Fig. 1: run 1, the metal 1 layer
Cells faint in the background.
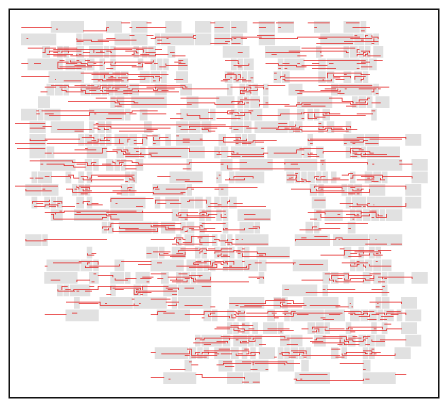
Fig. 2: run 1, met2 routing
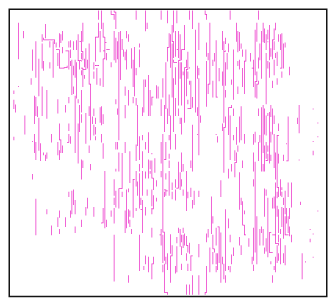
Fig. 3: run 1, the metal 3 layer
Cells faint in the background.
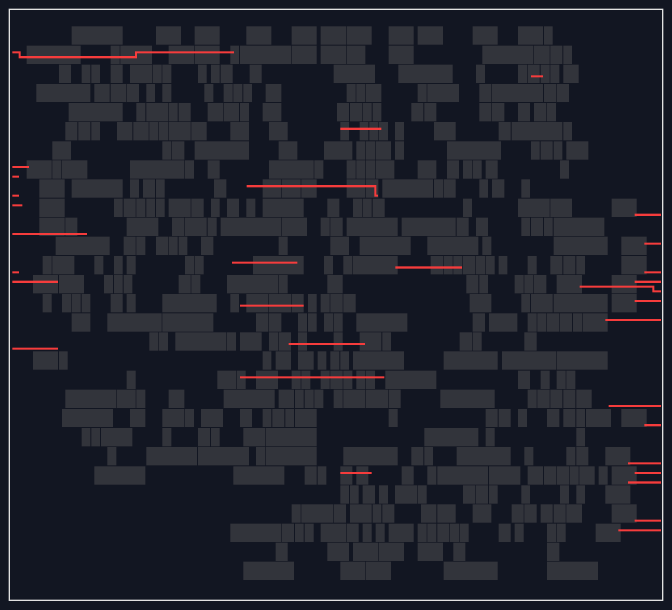
Design watch_timekeeper, sky130hd; sources not shown.
==> impl_metrics.yaml, run 1 <==
# physical design summary
timing:
  period_used_share: 0.956
  drv_slew: 0
  max_slew_margin: 0.647
pwr:
  maxPowerGroup: "registers"
  internal_power_mw: 1.07
  comb-power_mw: 0.0945
  combPwrFrac: 0.067
  leakage_nw: 1.31
  clock_power_mw: 0.357
  power_frac_clock: 0.253
setup_path:
  r2r_setup_slack_ns: 0.38
  path_class: "reg2out"
  path_delay_family: "buffers and inverters"
  worstPathMaxFanout: 6
  slowest_delay_ns: 0.57
  crit_path_cell_trace: "clkdlybuf4s50_1"
die:
  core.rowCount: 29
  fp_util: 0.407
  ios: 44
yosys:
  ys_area_mm2: 0.00284
  ys_cells: 406
  fp_nets: 420
  syn_area_mm2: 0.00284
clocking:
  cts_resized: 3
  postCtsSetupBuffers: 0
  insertion_delay_ns: 0.43
layout:
  layout.cells.non_filler: 559
  layout_top_cells: "nand2_1, nor2_1, nand3_1, clkdlybuf4s50_1, a21oi_1"
  area_growth_syn_to_layout_pct: 24.9
  nClkBuffers: 6
  layout.cells.most_common: "nand2_1"
grt:
  grt_max_degree: 19
  antenna_found_initial: 0
run_status:
  status: "completed"
routing:
  drt_iter0_drc: 83
placement:
  dp.cells: 552
About Fig. 1:
- main direction: horizontal
- longest straight run: 28.5 µm
- wire length on this layer: 3260 µm
final WL: 6.22 mm
via count: 2697
GR Util met1: 0.246

About Fig. 2:
- share of all routed wire: 43%
- main direction: vertical
- longest straight run: 31.6 µm
- wire length on this layer: 2700 µm
- nets with wire on the layer: 369
M2 GR Usage: 0.248

About Fig. 3:
- share of all routed wire: 3.4%
- longest straight run: 20.2 µm
- nets with wire on the layer: 29
grt met3 use: 0.0325

==> run 1: kinds of logic (layout without fill, tap and decap cells) <==
kind of cell / count (synthesis) / after routing / synth area share
buffers and inverters: 48 / 108 / 0.0675
adders and majority gates: 7 / 7 / 0.0309
xor gates and xnor gates: 25 / 25 / 0.0772
DFF: 52 / 52 / 0.367
AOI/OAI and AO/OA: 46 / 46 / 0.0860
and+or+nand+nor: 228 / 228 / 0.371
==> run 1: cell usage after synthesis, types with 6 or more instances <==
cell	n	area (µm²)
nand4_1	11	68.8
inv_1	37	139
xnor2_1	8	70.1
dfxtp_1	52	1040
nand2_1	97	364
nand3_1	45	225
a21oi_1	41	205
nor2_1	48	180
nor2_2	6	37.5
ha_1	7	87.6
xor2_1	17	149
Fig. 4: run 1, congestion heat map
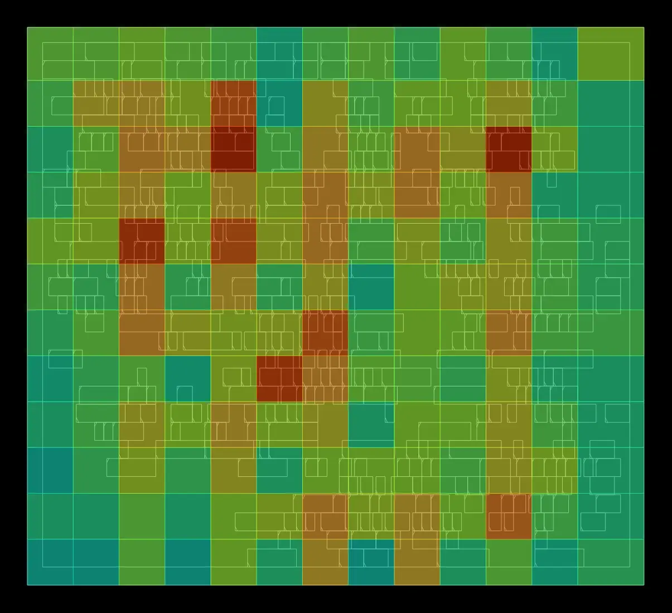

## Run 2: what changed since run 1
--- a/config.mk
+++ b/config.mk
@@ -10,7 +10,7 @@
 export CORE_ASPECT_RATIO = 0.9
 export CORE_MARGIN = 2
 export CORE_UTILIZATION = 40
-export CTS_BUF_LIST = sky130_fd_sc_hd__clkbuf_2
+export CTS_BUF_LIST = sky130_fd_sc_hd__clkbuf_8
 export DETAILED_ROUTE_END_ITERATION = 16
 export SYNTH_ARGS = -nofsm -noshare
 export SYNTH_HDL_FRONTEND = slang
==> constraint.sdc (replaced) <==
create_clock -name clk -period 2.16 [get_ports clk]
set_input_delay 0.648 -clock clk [delete_from_list [all_inputs] [get_ports clk]]
set_output_delay 0.648 -clock clk [all_outputs]
set_load 0.01 [all_outputs]
Fig. 5: run 2, congestion heat map
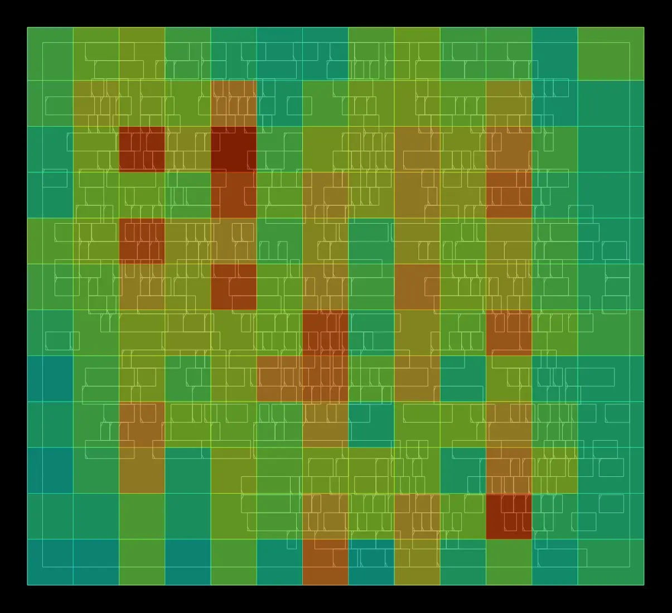
GR Util met1: 0.237
Global Route Usage Sum: 0.163
wire per inst: 10.9 µm

==> impl_metrics.yaml, run 2 <==
# physical design summary
run_status:
  status: "completed"
yosys:
  ys_sh_xor: 0.0772
  top_cells_by_count: "nand2_1, dfxtp_1, nor2_1"
  synth.area.mux_share: 0
  most_common_cell: "nand2_1"
  topCellsByArea: "dfxtp_1, nand2_1, nand3_1"
  compound_area_frac: 0.0860
  top_area_cell: "dfxtp_1"
  top_area_frac: 0.367
  yosys.area_share.adder: 0.0309
  ys_top_logic_family: "simple AND/OR/NAND/NOR gates"
  ys_area_mm2: 0.00284
grt:
  use_met2: 0.244
  grt_use_met3: 0.0280
setup_path:
  slowest_delay_ns: 0.59
  path_delay_family: "buffers and inverters"
  r2r_setup_slack_ns: 0.31
  path_class: "reg2out"
clocking:
  insertion_delay_ns: 0.30
  postCtsSetupBuffers: 0
die:
  ios: 44
  fp_util: 0.407
  core.rowCount: 29
pwr:
  power_frac_clock: 0.343
  clock_power_mw: 0.557
  combPwrFrac: 0.059
  internal_power_mw: 1.26
  maxPowerGroup: "registers"
  leakage_nw: 1.32
routing:
  vias: 2716
  routed_wl_mm: 6.10
  drt_iter0_drc: 105
layout:
  layout.cells.most_common: "nand2_1"
  area_growth_syn_to_layout_pct: 25.8
  layout.cells.non_filler: 560
timing:
  period_used_share: 0.922
==> run 2: cell count changes in the layout (fill, tap and decap cells not counted) <==
cell	previous run	this run
dfxtp_2	20	0
clkbuf_2	6	0
clkinv_2	2	1
dfxtp_4	1	0
inv_1	37	39
dfxtp_1	31	52
clkbuf_8	0	6
==> run 2: area by class of cell <==
type | count | share of cell area
Multi-Input combinational cell | 306 | 0.449
Sequential cell | 52 | 0.292
Timing Repair Buffer | 58 | 0.156
Inverter | 43 | 0.0456
Tap cell | 93 | 0.0326
Clock buffer | 6 | 0.0231
Clock inverter | 2 | 0.00210
==> run 2: logic make-up after synthesis <==
group	after synthesis
buffers and inverters	48
flip-flops	52
AND/OR/NAND/NOR	228
adder cells (fa/ha/maj)	7
XOR/XNOR	25
AND-OR/OR-AND	46
Power is estimated from default activity; no workload was simulated.
